[src/rtl/noc_port_arbiter.sv]
// Round-robin arbiter that shares one NoC output link among the E, W and L input FIFOs.
// Multi-flit packets keep the link until their tail flit, so packets never interleave.
module noc_port_arbiter #(
  parameter int WIDTH = 16
) (
  input  logic             clk,
  input  logic             reset,
  input  logic [2:0]       req,
  input  logic [2:0]       tail,
  input  logic [WIDTH-1:0] dataIn0,
  input  logic [WIDTH-1:0] dataIn1,
  input  logic [WIDTH-1:0] dataIn2,
  input  logic             destFull,
  input  logic             destAlmostFull,
  output logic [2:0]       pop,
  output logic             writeOut,
  output logic [WIDTH-1:0] dataOut,
  output logic [2:0]       grant,
  output logic             busy
);

  localparam logic IDLE   = 1'b0;
  localparam logic LOCKED = 1'b1;

  logic             state_reg, state_next;
  logic [1:0]       ptr_reg, ptr_next;
  logic [1:0]       owner_reg, owner_next;
  logic             write_reg;
  logic [WIDTH-1:0] data_reg, data_next;
  logic [2:0]       grant_reg;
  logic             ok;
  logic             issue;
  logic [1:0]       win;
  logic [1:0]       idx [3];

  function automatic logic [1:0] inc3(input logic [1:0] v);
    return (v == 2'd2) ? 2'd0 : v + 2'd1;
  endfunction

  // An almost-full destination accepts at most one flit in flight at a time.
  assign ok = !destFull && !(destAlmostFull && write_reg);

  assign idx[0] = ptr_reg;
  assign idx[1] = inc3(ptr_reg);
  assign idx[2] = inc3(idx[1]);

  always_comb begin
    issue      = 1'b0;
    win        = 2'd0;
    state_next = state_reg;
    ptr_next   = ptr_reg;
    owner_next = owner_reg;
    if (ok) begin
      if (state_reg == IDLE) begin
        // Walk the scan order backwards so the earliest requester is the last one written.
        for (int i = 2; i >= 0; i--) begin
          if (req[idx[i]]) begin
            issue = 1'b1;
            win   = idx[i];
          end
        end
        if (issue) begin
          ptr_next = inc3(win);
          if (!tail[win]) begin
            owner_next = win;
            state_next = LOCKED;
          end
        end
      end else if (req[owner_reg]) begin
        issue = 1'b1;
        win   = owner_reg;
        if (tail[owner_reg]) state_next = IDLE;
      end
    end
  end

  always_comb begin
    case (win)
      2'd1:    data_next = dataIn1;
      2'd2:    data_next = dataIn2;
      default: data_next = dataIn0;
    endcase
  end

  generate
    for (genvar gi = 0; gi < 3; gi++) begin : g_pop
      assign pop[gi] = reset && issue && (win == 2'(gi));
    end
  endgenerate

  always_ff @(posedge clk or negedge reset) begin
    if (!reset) begin
      state_reg <= IDLE;
      ptr_reg   <= 2'd0;
      owner_reg <= 2'd0;
      write_reg <= 1'b0;
      data_reg  <= '0;
      grant_reg <= 3'b000;
    end else begin
      state_reg <= state_next;
      ptr_reg   <= ptr_next;
      owner_reg <= owner_next;
      write_reg <= issue;
      grant_reg <= pop;
      if (issue) data_reg <= data_next;
    end
  end

  assign writeOut = write_reg;
  assign dataOut  = data_reg;
  assign grant    = grant_reg;
  assign busy     = (state_reg == LOCKED);

endmodule

[config.mk]
export PLATFORM = sky130hd
export DESIGN_NAME = noc_port_arbiter
export DESIGN_NICKNAME = d
export VERILOG_FILES = /design/src/rtl/noc_port_arbiter.sv
export SDC_FILE = /design/constraint.sdc
export NUM_CORES = 1
export LEC_CHECK = 0
export ABC_CLOCK_PERIOD_IN_PS = 4800
export CAP_MARGIN = 20
export CORE_MARGIN = 5
export CORE_UTILIZATION = 42
export CTS_CLUSTER_SIZE = 8
export DETAILED_ROUTE_END_ITERATION = 8
export PLACE_DENSITY = 0.86
export SLEW_MARGIN = 10
export SYNTH_ARGS = -nofsm -noshare
export SYNTH_HDL_FRONTEND = slang
export SYNTH_SLANG_ARGS = --single-unit
[constraint.sdc]
create_clock -name clk -period 4.8 [get_ports clk]
set_input_delay 0.96 -clock clk [delete_from_list [all_inputs] [get_ports clk]]
set_output_delay 0.96 -clock clk [all_outputs]
set_load 0.05 [all_outputs]
run_1/layer_met2.png
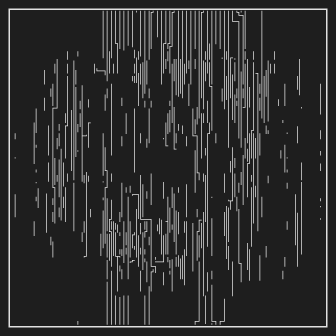
longest straight run: 34.7 um
nets with wire on the layer: 266

run_1/congestion.png
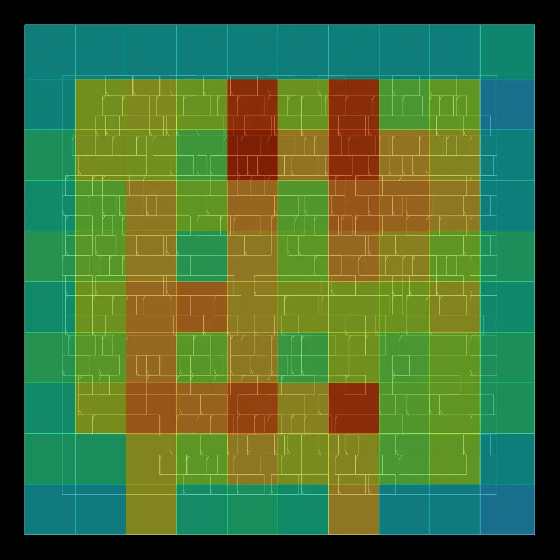
met1 Resource Use GR: 21.0%
DR WL/cell: 14.5 um
gr usage total: 17.8%
Core Util, Final: 70.0%
met3 GRT Util: 4.93%

run_1/cell_density.png
Scale bar: 20 um. 7 x 7 tiles, from black (low) to pale yellow (high), 0 to 100% covered.
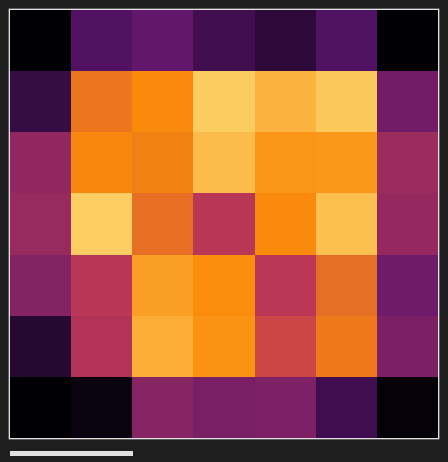
densest ninth of the die: centre
mean over tiles: 48%
fullest tile: 89%

## run 1: layout make-up
cell class,count,area (um2)
clock buffer,4,26.3
fill,287,1020
inverter,6,22.5
multi-input combinational,125,779
sequential,25,626
tap,46,57.6
timing repair buffer,85,861
## run 1: stage by stage
stage | cells | total power (uW) | area (um2) | hold WS, ps | setup WS (ps)
6_report | 291 | 1260 | 2370 | 489 | 398
5_1_grt | 291 | 1350 | 2370 | 506 | 149
3_5_place_dp | 287 | 1180 | 2350 | 464 | 411
3_3_place_gp | 287 | 1170 | 2350 | 458 | 473
4_1_cts | 291 | 1280 | 2370 | 494 | 403
2_1_floorplan | 166 | 916 | 1490 | 523 | 1040
## run 1: layer usage
layer,vias to the layer above,wire (um)
li1,760,-
met1,700,1680
met2,56,2170
met3,10,255
met4,0,123
met5,-,0
==> notes.md, run 1 <==
run results: clock tree sinks 25, CP Class primary input to output pin, drt drc 0, Via-to-Cell Ratio 5.24, sequential area share after synthesis 42.1%, count leader, synth dfrtp_1, Nets 307, Most used DFF post-synth dfrtp_1, crit path time final 4400 ps, CTS max path bufs 2, Comb power frac 63.9%, Crit Path Max Fanout 6, cycle use final 91.7%, Logic power comb 805 uW, Int Power 624 uW, number of buffers added on ports 81, CTS Buf Count 3, crit path cell chain clkdlybuf4s50_1 > a21boi_0 > o21ai_0 > o21ai_0 > and2_1 > inv_1 > ha_1 > and3_1 > clkdlybuf4s50_1, WP data required 3840 ps, gr busiest metal met2, Sum Neg Setup Slack 0 ps, FP Rows 21, CTS resizes 0, starting density of the core 43.9%, H-tree depth 1, clk_skew 0.999 ps, Mux area share 2.78%, hold wc startpoint dataOut[8], critical path arrival 3440 ps, area share, top type 42.1%, Mapped Nets 227, Ports 82, Final Hold Viols 0, Tool Warnings 28, Slowest-stage cell, CP clkdlybuf4s50_1, peak supply drop 0.266 mV, Rel. slew slack 56.1%, Top cells by area dfrtp_1, o21ai_2, a22oi_1, a21oi_1, nand2_1, commonest non-fill, non-tap cells in the layout clkdlybuf4s50_1, dfrtp_1, nand2_1, Power Density 531 nW/um2, Simple-Gate Fraction of Synth Area 14.2%, Cell Type Count 34, hold depth 2, synthesized cell area 1490 um2, switching share of power 50.5%, number of synthesized flops with an enable pin 0, vias in the first global route 1468, Worst Setup End Kind output pin, critical path's largest stage delay 700 ps, R2R Path End dataOut[6], layout cells sized above 1 10.6%, global-route wire length before repair 7.14 mm, max FFs per register 16, clock root cell clkbuf_4, Leakage 0.000964 uW, Compound Share, Synth 32.9%, most frequent logic cell in the layout clkdlybuf4s50_1, Pwr top combinational cells, CTS tree built, r2r worst-path depth 10, Via Count 1526, xor/xnor share 0%, CP delay by family, top buffers and inverters, largest net degree at the start of global routing 33, Die Width 69.5 um, Initial DRC Count 67, Final Slew Violations 0, DR pass1 iterations 4, status completed, Die Ht 69.5 um, Main logic family AND-OR/OR-AND gates, net switching power 637 uW, reg-to-reg slack, setup 2370 ps, area grow syn2layout 59.5%, Ys Warns 0, worst r2r src ptr_reg[1], Latency at later pin 310 ps, Final Setup Violations 0
==> run 2, diff against run 1 <==
Settings changed: GPL_TIMING_DRIVEN from default to 0, RECOVER_POWER from default to 25.
run_2/layer_met1.png
Scale bar: 20 um.
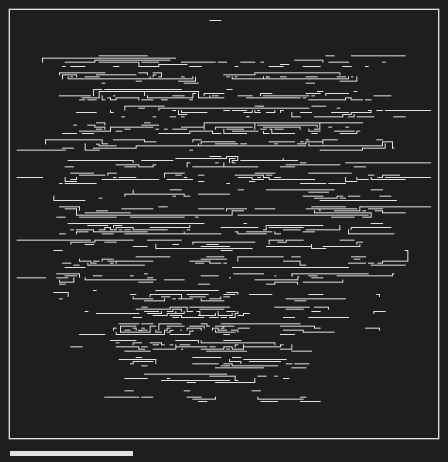
longest straight run: 27.6 um
main direction: horizontal
nets with wire on the layer: 274
wire length on this layer: 2010 um

run_2/metal_density.png
Scale bar: 20 um. 14 x 14 tiles, from black (low) to pale yellow (high), scaled to the fullest tile. Values are wire area over tile area, all layers added.
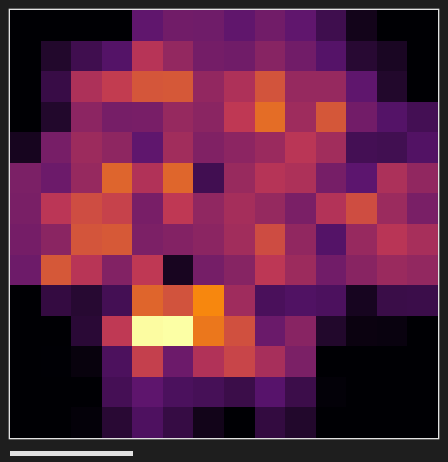
fullest tile: 0.53
emptiest ninth of the die: lower right
nearly empty tiles: 18%
mean over tiles: 0.15
tiles over half the peak: 14%

==> run 2 against run 1 <==
Net effect: clock skew is 6.8 ps higher; first-iteration DRC count is 13% lower; combinational power increased by 4.5%; synthesized cell count is the same; cell area increased by 1.6%; die size unchanged; core utilization grew 1.1 points; count of clock-buffer cells in the layout did not move; fmax down 3.7%; critical path depth grew 1; sequential cell count is the same; critical path type unchanged; largest power group unchanged.
==> notes.md, run 2 <==
run results: Most used DFF post-synth dfrtp_1, multi-input gates 125, Sum Neg Setup Slack 0 ps, drt drc 0, WP data required 3840 ps, Final Setup Violations 0, Die Width 69.5 um, critical path's largest stage delay 500 ps, met1 Resource Use GR 25.2%, critical path arrival 3610 ps, CP Class primary input to output pin, DR WL/cell 15.5 um, CTS max path bufs 2, Clock buf/inv share 1.09%, commonest non-fill, non-tap cells in the layout clkdlybuf4s50_1, dfrtp_1, nand2_1, Slowest-stage cell, CP clkdlybuf4s50_1, placed inst area 2380 um2, Ys Warns 0, filler cell count 255, Post-Layout Cell Count 296, switching share of power 50.4%, Top cells by area dfrtp_1, o21ai_2, a22oi_1, a21oi_1, nand2_1, cycle use final 95.2%, Power Density 537 nW/um2, Cell Type Count 34, met3 routed WL 285 um, max FFs per register 16, DR pass1 iterations 5, flip-flops 25, status completed, Clock Buffer Count 4, sequential area share after synthesis 42.1%, min setup slack post-route 229 ps, gr usage total 19.1%, synthesized cell area 1490 um2, reg-to-reg slack, setup 2330 ps, gr busiest metal met2, Final Hold Viols 0, global-route wire length before repair 7.59 mm, Via Count 1538, Latency at later pin 310 ps, Logic power comb 841 uW, Post-Place Setup Slack -536 ps, Tool Warnings 28
[run 2: cell counts after synthesis]
No cell type changed its count.
[run 2: cell families (layout without fill, tap and decap cells)]
kind of cell,after synthesis,count (layout),synth area share (%)
flip-flops,25,25,42.1
adder cells (fa/ha/maj),3,3,2.52
multiplexers,4,4,2.78
buffers and inverters,16,100,5.55
AND-OR/OR-AND,69,69,32.9
AND/OR/NAND/NOR,49,49,14.2
[run 2: final timing paths]
path | startpoint | end | cells after the start
min | dataOut[2] | dataOut[2] | 2
max | req[0] | pop[2] | 10
max in group asynchronous | reset | dataOut[9] | 2
min reg2reg | dataOut[2] | dataOut[2] | 2
max reg2reg | ptr_reg[0] | dataOut[8] | 10
min in group asynchronous | reset | dataOut[0] | 1
==> run 3, diff against run 2 <==
Settings changed: CORE_UTILIZATION 42 to 40, PLACE_DENSITY 0.86 to 0.83.
run_3/congestion.png
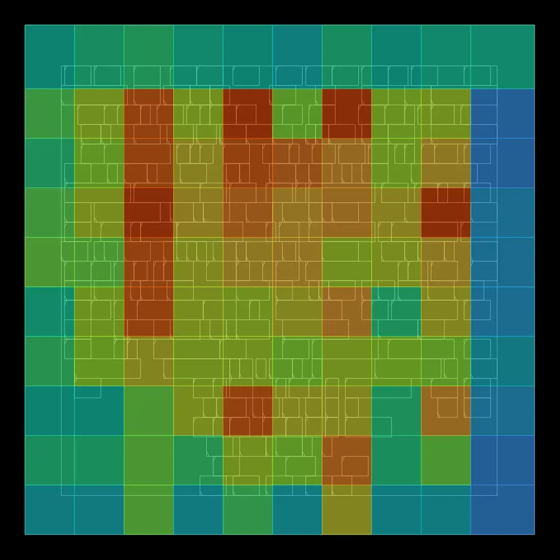
gr usage total: 17.2%
met2 usage: 29.5%
met1 Resource Use GR: 21.5%
Core Util, Final: 66.6%

run_3/metal_density.png
Scale bar: 20 um. 14 x 14 tiles, from black (low) to pale yellow (high), scaled to the fullest tile. Values are wire area over tile area, all layers added.
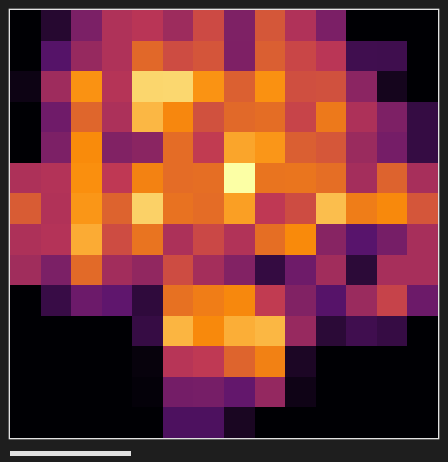
tiles over half the peak: 37%
mean over tiles: 0.14
nearly empty tiles: 22%
emptiest ninth of the die: lower left
total wire length: 4.38 mm
DR WL/cell: 14.7 um
Via Count: 1513

==> run 3 against run 2 <==
Net effect: final cell count up 0.68%; largest power group unchanged; count of clock-buffer cells in the layout down 1; sequential cell count unchanged; critical endpoint is now pop[1]; critical path type unchanged; worst setup slack better by 24 ps.
==> notes.md, run 3 <==
run results: Main logic family AND-OR/OR-AND gates, Rel. slew slack 63.0%, Most used DFF post-synth dfrtp_1, crit path time final 4550 ps, Via-to-Cell Ratio 5.08, FP Rows 22, Nets 312, crit path cell chain clkdlybuf4s50_1 > a21boi_0 > o21ai_1 > o21ai_0 > and2_1 > ha_1 > clkbuf_2 > and3_1 > clkdlybuf4s15_2, most frequent logic cell in the layout clkdlybuf4s50_1, Pwr top combinational cells, worst r2r src ptr_reg[1], Ports 82, min setup slack post-route 253 ps, Final Setup Violations 0, Crit Path Max Fanout 10, Top cells by area dfrtp_1, o21ai_2, a22oi_1, a21oi_1, nand2_1, H-tree depth 1, Die Ht 71.0 um, status completed, Ys Warns 0, clk_skew 4.46 ps, Storage cell area 626 um2, r2r worst-path depth 11, Slowest-stage cell, CP clkdlybuf4s50_1, Tool Warnings 28, Final Slew Violations 0, filler cell count 315, Clock Buffer Count 3, inverters 6, synthesized cell area 1490 um2, cycle use final 94.7%, Post-Place Setup Slack -533 ps, xor/xnor share 0%, Hold Path End dataOut[6], starting density of the core 40.9%, Data buffer area share 36.5%, critical path arrival 3590 ps, fa+ha+maj area frac 2.52%, Area-dominant class non-clock buffers, Clock buf/inv share 2.02%, Comb power frac 63.1%
## run 3: how the worst max path moves through the flow
stage,from,endpoint,cells past startpoint
5_1_grt,req[1],pop[1],9
3_5_place_dp,req[1],pop[1],10
2_1_floorplan,req[0],pop[2],9
3_3_place_gp,req[1],pop[1],10
6_report,req[1],pop[1],9
4_1_cts,req[1],pop[1],10
## run 3: routing by layer
layer	vias up	global-route usage, %	wire length, um
met3	4	4.69	291
met1	702	21.5	1810
met2	41	29.5	2220
met4	0	4.18	66
met5	-	0	0
li1	766	-	-
## run 3: worst min-delay path, cell delays in order (launching register included)
cell and delay, ps:
dfrtp_1 350, nand2_1 60, o21ai_2 50
## run 3: what timing repair did
action,4_1_cts,5_1_grt
setup endpoints to repair,2,2
resized,8,1
buffers inserted,0,0
hold buffers,0,0
Power is estimated from default activity; no workload was simulated.
